`src/rtl/div_pkg.sv`:
```
// Shared types and constants for the iterative radix-2 DIV/DIVU unit.
// FSM state encodings, handshake levels and default widths live here.
package div_pkg;

    localparam int DIV_DATA_W = 32;
    localparam int DIV_CNT_W  = 6;

    typedef enum logic [1:0] {
        DIV_FREE    = 2'b00,
        DIV_BY_ZERO = 2'b01,
        DIV_ON      = 2'b10,
        DIV_END     = 2'b11
    } div_state_e;

    localparam logic DIV_START            = 1'b1;
    localparam logic DIV_STOP             = 1'b0;
    localparam logic DIV_RESULT_READY     = 1'b1;
    localparam logic DIV_RESULT_NOT_READY = 1'b0;

    localparam logic [DIV_DATA_W-1:0] ZERO_WORD = '0;

endpackage

```
`src/rtl/div_if.sv`:
```
// Execute-stage <-> divider bus: operands and start/annul in, {hi,lo} result,
// ready and busy out. The execute stage is the master.
interface div_if #(
    parameter int DATA_W = 32
);
    logic                  signed_div_i;
    logic [DATA_W-1:0]     div_opdata1_i;
    logic [DATA_W-1:0]     div_opdata2_i;
    logic                  div_start_i;
    logic                  annul_i;
    logic [2*DATA_W-1:0]   div_result_o;
    logic                  div_ready_o;
    logic                  div_busy_o;

    modport master (
        output signed_div_i,
        output div_opdata1_i,
        output div_opdata2_i,
        output div_start_i,
        output annul_i,
        input  div_result_o,
        input  div_ready_o,
        input  div_busy_o
    );

    modport slave (
        input  signed_div_i,
        input  div_opdata1_i,
        input  div_opdata2_i,
        input  div_start_i,
        input  annul_i,
        output div_result_o,
        output div_ready_o,
        output div_busy_o
    );
endinterface

```
`src/rtl/div_step.sv`:
```
// One restoring shift-subtract step: brings in the next dividend bit and
// subtracts the divisor when the shifted remainder is large enough.
module div_step #(
    parameter int DATA_W = 32
) (
    input  logic [DATA_W-1:0] partial_rem,
    input  logic              dividend_bit,
    input  logic [DATA_W-1:0] divisor,
    output logic [DATA_W-1:0] rem_next,
    output logic              quot_bit
);
    logic [DATA_W:0] shifted;
    logic [DATA_W:0] trial;

    // partial_rem < divisor always holds, so DATA_W+1 bits never overflow
    assign shifted  = {partial_rem, dividend_bit};
    assign trial    = shifted - {1'b0, divisor};
    assign quot_bit = ~trial[DATA_W];
    assign rem_next = quot_bit ? trial[DATA_W-1:0] : shifted[DATA_W-1:0];
endmodule

```
`src/rtl/div.sv`:
```
// Multi-cycle restoring divider for MIPS DIV/DIVU, feeding {hi, lo}.
// Works on magnitudes and fixes the signs on the final iteration.
module div
    import div_pkg::*;
#(
    parameter int DATA_W = DIV_DATA_W,
    parameter int CNT_W  = DIV_CNT_W
) (
    input  logic cpu_clk_50M,
    input  logic cpu_rst_n,
    div_if.slave bus
);
    div_state_e           state_reg,    state_next;
    logic [CNT_W-1:0]     counter_reg,  counter_next;
    logic [DATA_W-1:0]    dividend_reg, dividend_next;
    logic [DATA_W-1:0]    divisor_reg,  divisor_next;
    logic [DATA_W-1:0]    rem_reg,      rem_next;
    logic [DATA_W-1:0]    quot_reg,     quot_next;
    logic                 quot_neg_reg, quot_neg_next;
    logic                 rem_neg_reg,  rem_neg_next;
    logic [2*DATA_W-1:0]  result_reg,   result_next;
    logic                 ready_reg,    ready_next;

    logic [DATA_W-1:0]    step_rem;
    logic                 step_quot_bit;
    logic [DATA_W-1:0]    final_quot;
    logic [DATA_W-1:0]    fixed_quot;
    logic [DATA_W-1:0]    fixed_rem;
    logic                 op1_neg;
    logic                 op2_neg;

    div_step #(.DATA_W(DATA_W)) u_step (
        .partial_rem  (rem_reg),
        .dividend_bit (dividend_reg[DATA_W-1]),
        .divisor      (divisor_reg),
        .rem_next     (step_rem),
        .quot_bit     (step_quot_bit)
    );

    assign op1_neg    = bus.signed_div_i & bus.div_opdata1_i[DATA_W-1];
    assign op2_neg    = bus.signed_div_i & bus.div_opdata2_i[DATA_W-1];
    assign final_quot = {quot_reg[DATA_W-2:0], step_quot_bit};
    assign fixed_quot = quot_neg_reg ? (~final_quot + 1'b1) : final_quot;
    assign fixed_rem  = rem_neg_reg  ? (~step_rem + 1'b1)   : step_rem;

    always_ff @(posedge cpu_clk_50M or negedge cpu_rst_n) begin
        if (!cpu_rst_n) begin
            state_reg    <= DIV_FREE;
            counter_reg  <= '0;
            dividend_reg <= '0;
            divisor_reg  <= '0;
            rem_reg      <= '0;
            quot_reg     <= '0;
            quot_neg_reg <= 1'b0;
            rem_neg_reg  <= 1'b0;
            result_reg   <= '0;
            ready_reg    <= DIV_RESULT_NOT_READY;
        end else begin
            state_reg    <= state_next;
            counter_reg  <= counter_next;
            dividend_reg <= dividend_next;
            divisor_reg  <= divisor_next;
            rem_reg      <= rem_next;
            quot_reg     <= quot_next;
            quot_neg_reg <= quot_neg_next;
            rem_neg_reg  <= rem_neg_next;
            result_reg   <= result_next;
            ready_reg    <= ready_next;
        end
    end

    always_comb begin
        state_next    = state_reg;
        counter_next  = counter_reg;
        dividend_next = dividend_reg;
        divisor_next  = divisor_reg;
        rem_next      = rem_reg;
        quot_next     = quot_reg;
        quot_neg_next = quot_neg_reg;
        rem_neg_next  = rem_neg_reg;
        result_next   = result_reg;
        ready_next    = ready_reg;

        unique case (state_reg)
            DIV_FREE: begin
                ready_next  = DIV_RESULT_NOT_READY;
                result_next = '0;
                if (bus.div_start_i == DIV_START && !bus.annul_i) begin
                    if (bus.div_opdata2_i == '0) begin
                        state_next = DIV_BY_ZERO;
                    end else begin
                        // two's-complement magnitude; 0x80000000 maps to itself, which is correct unsigned
                        dividend_next = op1_neg ? (~bus.div_opdata1_i + 1'b1) : bus.div_opdata1_i;
                        divisor_next  = op2_neg ? (~bus.div_opdata2_i + 1'b1) : bus.div_opdata2_i;
                        quot_neg_next = op1_neg ^ op2_neg;
                        rem_neg_next  = op1_neg;
                        rem_next      = '0;
                        quot_next     = '0;
                        counter_next  = '0;
                        state_next    = DIV_ON;
                    end
                end
            end
            DIV_BY_ZERO: begin
                // architecturally unpredictable; zero is as good as anything
                result_next = '0;
                state_next  = DIV_END;
            end
            DIV_ON: begin
                if (bus.annul_i) begin
                    ready_next  = DIV_RESULT_NOT_READY;
                    result_next = '0;
                    state_next  = DIV_FREE;
                end else begin
                    rem_next      = step_rem;
                    quot_next     = final_quot;
                    dividend_next = {dividend_reg[DATA_W-2:0], 1'b0};
                    counter_next  = counter_reg + CNT_W'(1);
                    if (counter_reg == CNT_W'(DATA_W - 1)) begin
                        result_next = {fixed_rem, fixed_quot};
                        ready_next  = DIV_RESULT_READY;
                        state_next  = DIV_END;
                    end
                end
            end
            DIV_END: begin
                // divide-by-zero arrives here not yet ready; raise it now
                ready_next = DIV_RESULT_READY;
                if (bus.annul_i || bus.div_start_i == DIV_STOP) begin
                    ready_next  = DIV_RESULT_NOT_READY;
                    result_next = '0;
                    state_next  = DIV_FREE;
                end
            end
            default: begin
                state_next = DIV_FREE;
            end
        endcase
    end

    assign bus.div_result_o = result_reg;
    assign bus.div_ready_o  = ready_reg;
    assign bus.div_busy_o   = (state_reg == DIV_BY_ZERO) || (state_reg == DIV_ON);

endmodule

```
`src/flat_wrapper.sv`:
```
// flat-port wrapper written by rule: the top's interface ports become plain ports
module div_flat import div_pkg::*;
#(
    parameter int DATA_W = DIV_DATA_W,
    parameter int CNT_W  = DIV_CNT_W
)
  (cpu_clk_50M, cpu_rst_n, bus_signed_div_i, bus_div_opdata1_i, bus_div_opdata2_i, bus_div_start_i, bus_annul_i, bus_div_result_o, bus_div_ready_o, bus_div_busy_o);
  div_if #(.DATA_W(DATA_W)) bus_i ();
  input  logic cpu_clk_50M;
  input  logic cpu_rst_n;
  input wire logic [$bits(bus_i.signed_div_i)-1:0] bus_signed_div_i;
  input wire logic [$bits(bus_i.div_opdata1_i)-1:0] bus_div_opdata1_i;
  input wire logic [$bits(bus_i.div_opdata2_i)-1:0] bus_div_opdata2_i;
  input wire logic [$bits(bus_i.div_start_i)-1:0] bus_div_start_i;
  input wire logic [$bits(bus_i.annul_i)-1:0] bus_annul_i;
  output wire logic [$bits(bus_i.div_result_o)-1:0] bus_div_result_o;
  output wire logic [$bits(bus_i.div_ready_o)-1:0] bus_div_ready_o;
  output wire logic [$bits(bus_i.div_busy_o)-1:0] bus_div_busy_o;
  assign bus_i.signed_div_i = bus_signed_div_i;
  assign bus_i.div_opdata1_i = bus_div_opdata1_i;
  assign bus_i.div_opdata2_i = bus_div_opdata2_i;
  assign bus_i.div_start_i = bus_div_start_i;
  assign bus_i.annul_i = bus_annul_i;
  assign bus_div_result_o = bus_i.div_result_o;
  assign bus_div_ready_o = bus_i.div_ready_o;
  assign bus_div_busy_o = bus_i.div_busy_o;
  div #(.DATA_W(DATA_W), .CNT_W(CNT_W)) u_core (.cpu_clk_50M(cpu_clk_50M), .cpu_rst_n(cpu_rst_n), .bus(bus_i));
endmodule
```
`config.mk`:
```
export PLATFORM = sky130hd
export DESIGN_NAME = div_flat
export DESIGN_NICKNAME = d
export VERILOG_FILES = /design/src/rtl/div_pkg.sv /design/src/rtl/div_if.sv /design/src/rtl/div_step.sv /design/src/rtl/div.sv /design/src/flat_wrapper.sv
export SDC_FILE = /design/constraint.sdc
export NUM_CORES = 1
export LEC_CHECK = 0
export CAP_MARGIN = 20
export CORE_ASPECT_RATIO = 0.7
export CORE_MARGIN = 1
export CORE_UTILIZATION = 50
export DETAILED_ROUTE_END_ITERATION = 16
export PLACE_DENSITY = 0.75
export SYNTH_ARGS = -nofsm -noshare
export SYNTH_HDL_FRONTEND = slang
export SYNTH_SLANG_ARGS = --single-unit
```
`constraint.sdc`:
```
create_clock -name cpu_clk_50M -period 5.1 [get_ports cpu_clk_50M]
set_clock_uncertainty 0.05 [all_clocks]
set_input_delay 1.02 -clock cpu_clk_50M [delete_from_list [all_inputs] [get_ports cpu_clk_50M]]
set_output_delay 1.02 -clock cpu_clk_50M [all_outputs]
set_load 0.02 [all_outputs]
```
Cell placement:
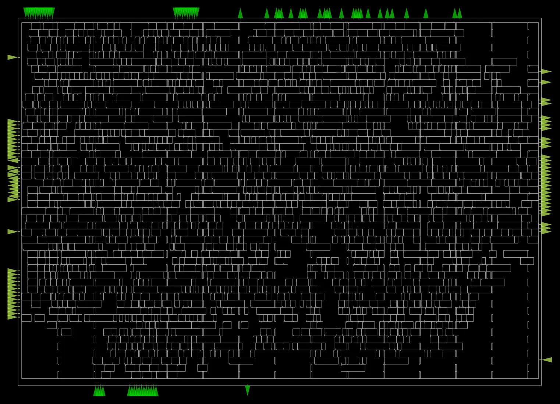
Taps Inserted: 364
Post-Layout Cell Count: 2150

Sequential cells grouped by signal name:
Bar = 50 um. Other sequential cells in the stronger gray, the rest of the logic in the fainter gray.
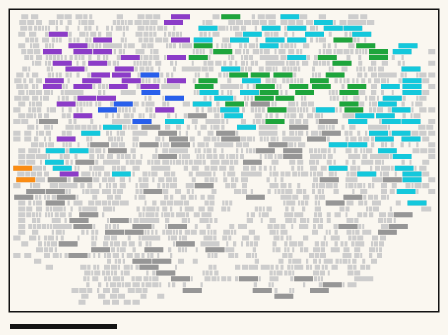
Key: u_core.counter_reg = blue [flops 6]; u_core.quot_reg = green [flops 31]; u_core.bus.div_result_o = cyan [flops 64]; u_core.state_reg = orange [flops 2]; u_core.dividend_reg = purple [flops 32, where north-west]
Another 67 sequential cells are not colored.
power in sequential cells: 2.47 mW
register share of the cell area: 31.5%
Register Area: 5050 um2

Placement density heat map:
Bar = 50 um. The die is cut into 20 by 14 equal tiles; white is low, dark blue is high, 0 to 100% covered.
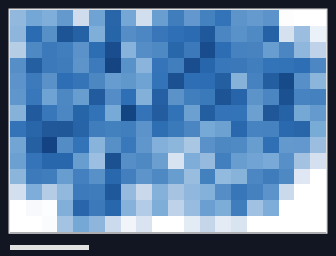
7.1% of the tiles are nearly empty. The mean over all tiles is 56%. 18% of the tiles are over 75% full. The fullest tile reaches 92%. The emptiest ninth of the die: south-east.

I/O nets highlighted:
Bar = 50 um.
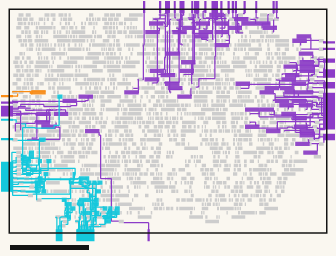
Key: bus_div_result_o = purple [bits 64, direction output, end cells 64, buffers 64, wire 2070 um]; bus_div_ready_o = orange [bits 1, direction output, end cells 1, buffers 1, wire 30.0 um]; bus_div_opdata2_i = cyan [bits 32, direction input, end cells 67, buffers 32, wire 1140 um]

Supply network:
Bar = 50 um. Pins as bars on the die edge. Tap cells in gray.
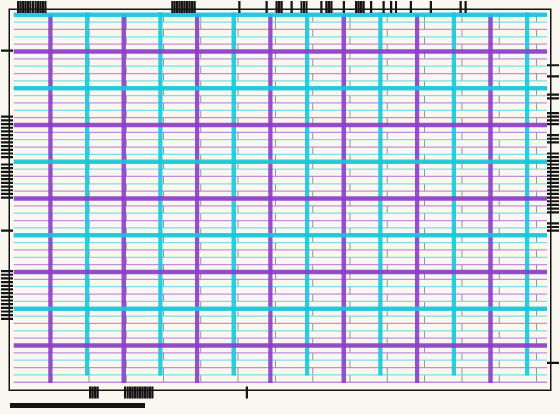
Key: VSS = purple; VDD = cyan
135 signal pins sit on the boundary. The core has 50 rows. 10 straps on met5. 364 tap cells.

==> out/metrics.cfg <==
[synthesis]
top_area_share_pct = 36.9
yosysUniqueCellTypes = 78
yosys_area_um2 = 13700
edf_count = 0
synth.area.top_cells = dfrtp_1 (37%), nand2_1 (8.3%), o21ai_0 (5.6%), xor2_1 (4.7%), a21oi_1 (4.4%)
yosysMostFrequentCell = nand2_1
yosysWarningCount = 0
ys_cells = 1692
common_cells = nand2_1 (304), dfrtp_1 (202), o21ai_0 (154)
syn_area_um2 = 13700
synth_top_cell_by_area = dfrtp_1
ys_async_sr_fraction_pct = 100
ys_seq_elements = 202

[clock_tree]
clockRootBuffer = clkbuf_16
cts_tree = yes
postCtsSetupRepairBufs = 0
cts-resized-gates = 0
clk_pin_slew_ns = 0.07
clock.latency.late_pin_ns = 0.51

[global_routing]
use_met1_pct = 44.0
gr-usage-all-layers_pct = 27.7
grt_busiest_layer = met1
met2_usage_pct = 39.9
grt_use_met3_pct = 3.44

[worst_setup_path]
r2r-end = u_core.bus.div_result_o[58]$_DFFE_PN0P_
critPathKind = reg -> reg
path_cells = inv_1, ha_1, inv_1, fa_1, a211o_1, a221o_1, o2111ai_4, a21boi_1, mux2_4, nor2_4, inv_4, mux2i_4, ha_2, nand4_1, nor4_4, o22ai_2, o41ai_2, xor2_1, o21ai_1
ff2ff_path_depth = 19
crit_path_start = u_core.dividend_reg[31]$_DFFE_PN0P_
cpPeakStageDelay_ns = 0.43
cp_max_fo = 13

[final_layout]
largest_reg_flops = 64
utilization_pct = 59.8
lay_top_count = nand2_1
buffers = 155
largest_class = logic gates
seq_cell_count = 202
final_nets = 1885
logic_gates = 1326
layout-drive-gt1-share_pct = 5.43
design_area_um2 = 16100
fillCellCount = 2365
num-nonclk-inverters = 65

[power_and_ir_drop]
vdd_ir_drop_max_v = 0.000418
p_leak_nw = 7.02
p_per_area_nw_per_um2 = 656

[placed_design]
dpl_cell_area_um2 = 15300
place_congestion = 0.939
place_inst = 2112
post-place-ws_ns = 0.157
portBuffers = 134
hpwl_um = 28400

[route]
drt_pass1_iterations = 6
wl_per_cell_um = 18.0
dr_wl_met2_um = 16300
dr_total_vias = 12800
wirelength_met1_um = 18900
viasPerCell = 5.94
final_antenna_net_count = 0
top_layer = met4

[final_timing]
slew_headroom_pct = 37.8
setup_violations = 0
drv_slew = 0
hold_viol = 0
whs_ns = 0.426
tns_ns = 0
fmax_ghz = 0.208

[floorplan]
fp_util_pct = 51.0
die_y_um = 140
die_area_um2 = 28100
io_pins = 135

[run]
maxCapViolations = 0

[run_status]
outcome = finished, final reports clean

[worst_hold_path]
hp-class = reg -> reg

## cells by family (layout without fill, tap and decap cells)
family	after synthesis	in the layout	share of synthesized area (%)
flops	202	202	36.9
buf+inv	164	258	4.71
fa+ha+maj	44	44	4.07
xor+xnor	139	139	8.89
mux	32	32	2.41
compound gates	472	472	21.7
simple gates	639	639	21.3
## worst max-delay path: cells and delay by family (launching register included)
kind	cells	cell delay, ns
fa+ha+maj	3	0.83
compound gates	7	1.79
flops	1	0.43
xor+xnor	1	0.17
simple gates	3	0.45
buf+inv	3	0.34
mux	2	0.59
## power breakdown
part           switching [mW]  leakage (nW)  internal (mW)  total [mW]
Combinational            4.17          3.97           2.32        6.49
Sequential              0.409          2.69           2.06        2.47
Clock                   0.666         0.353          0.910        1.58
Power and IR drop assume default switching activity.
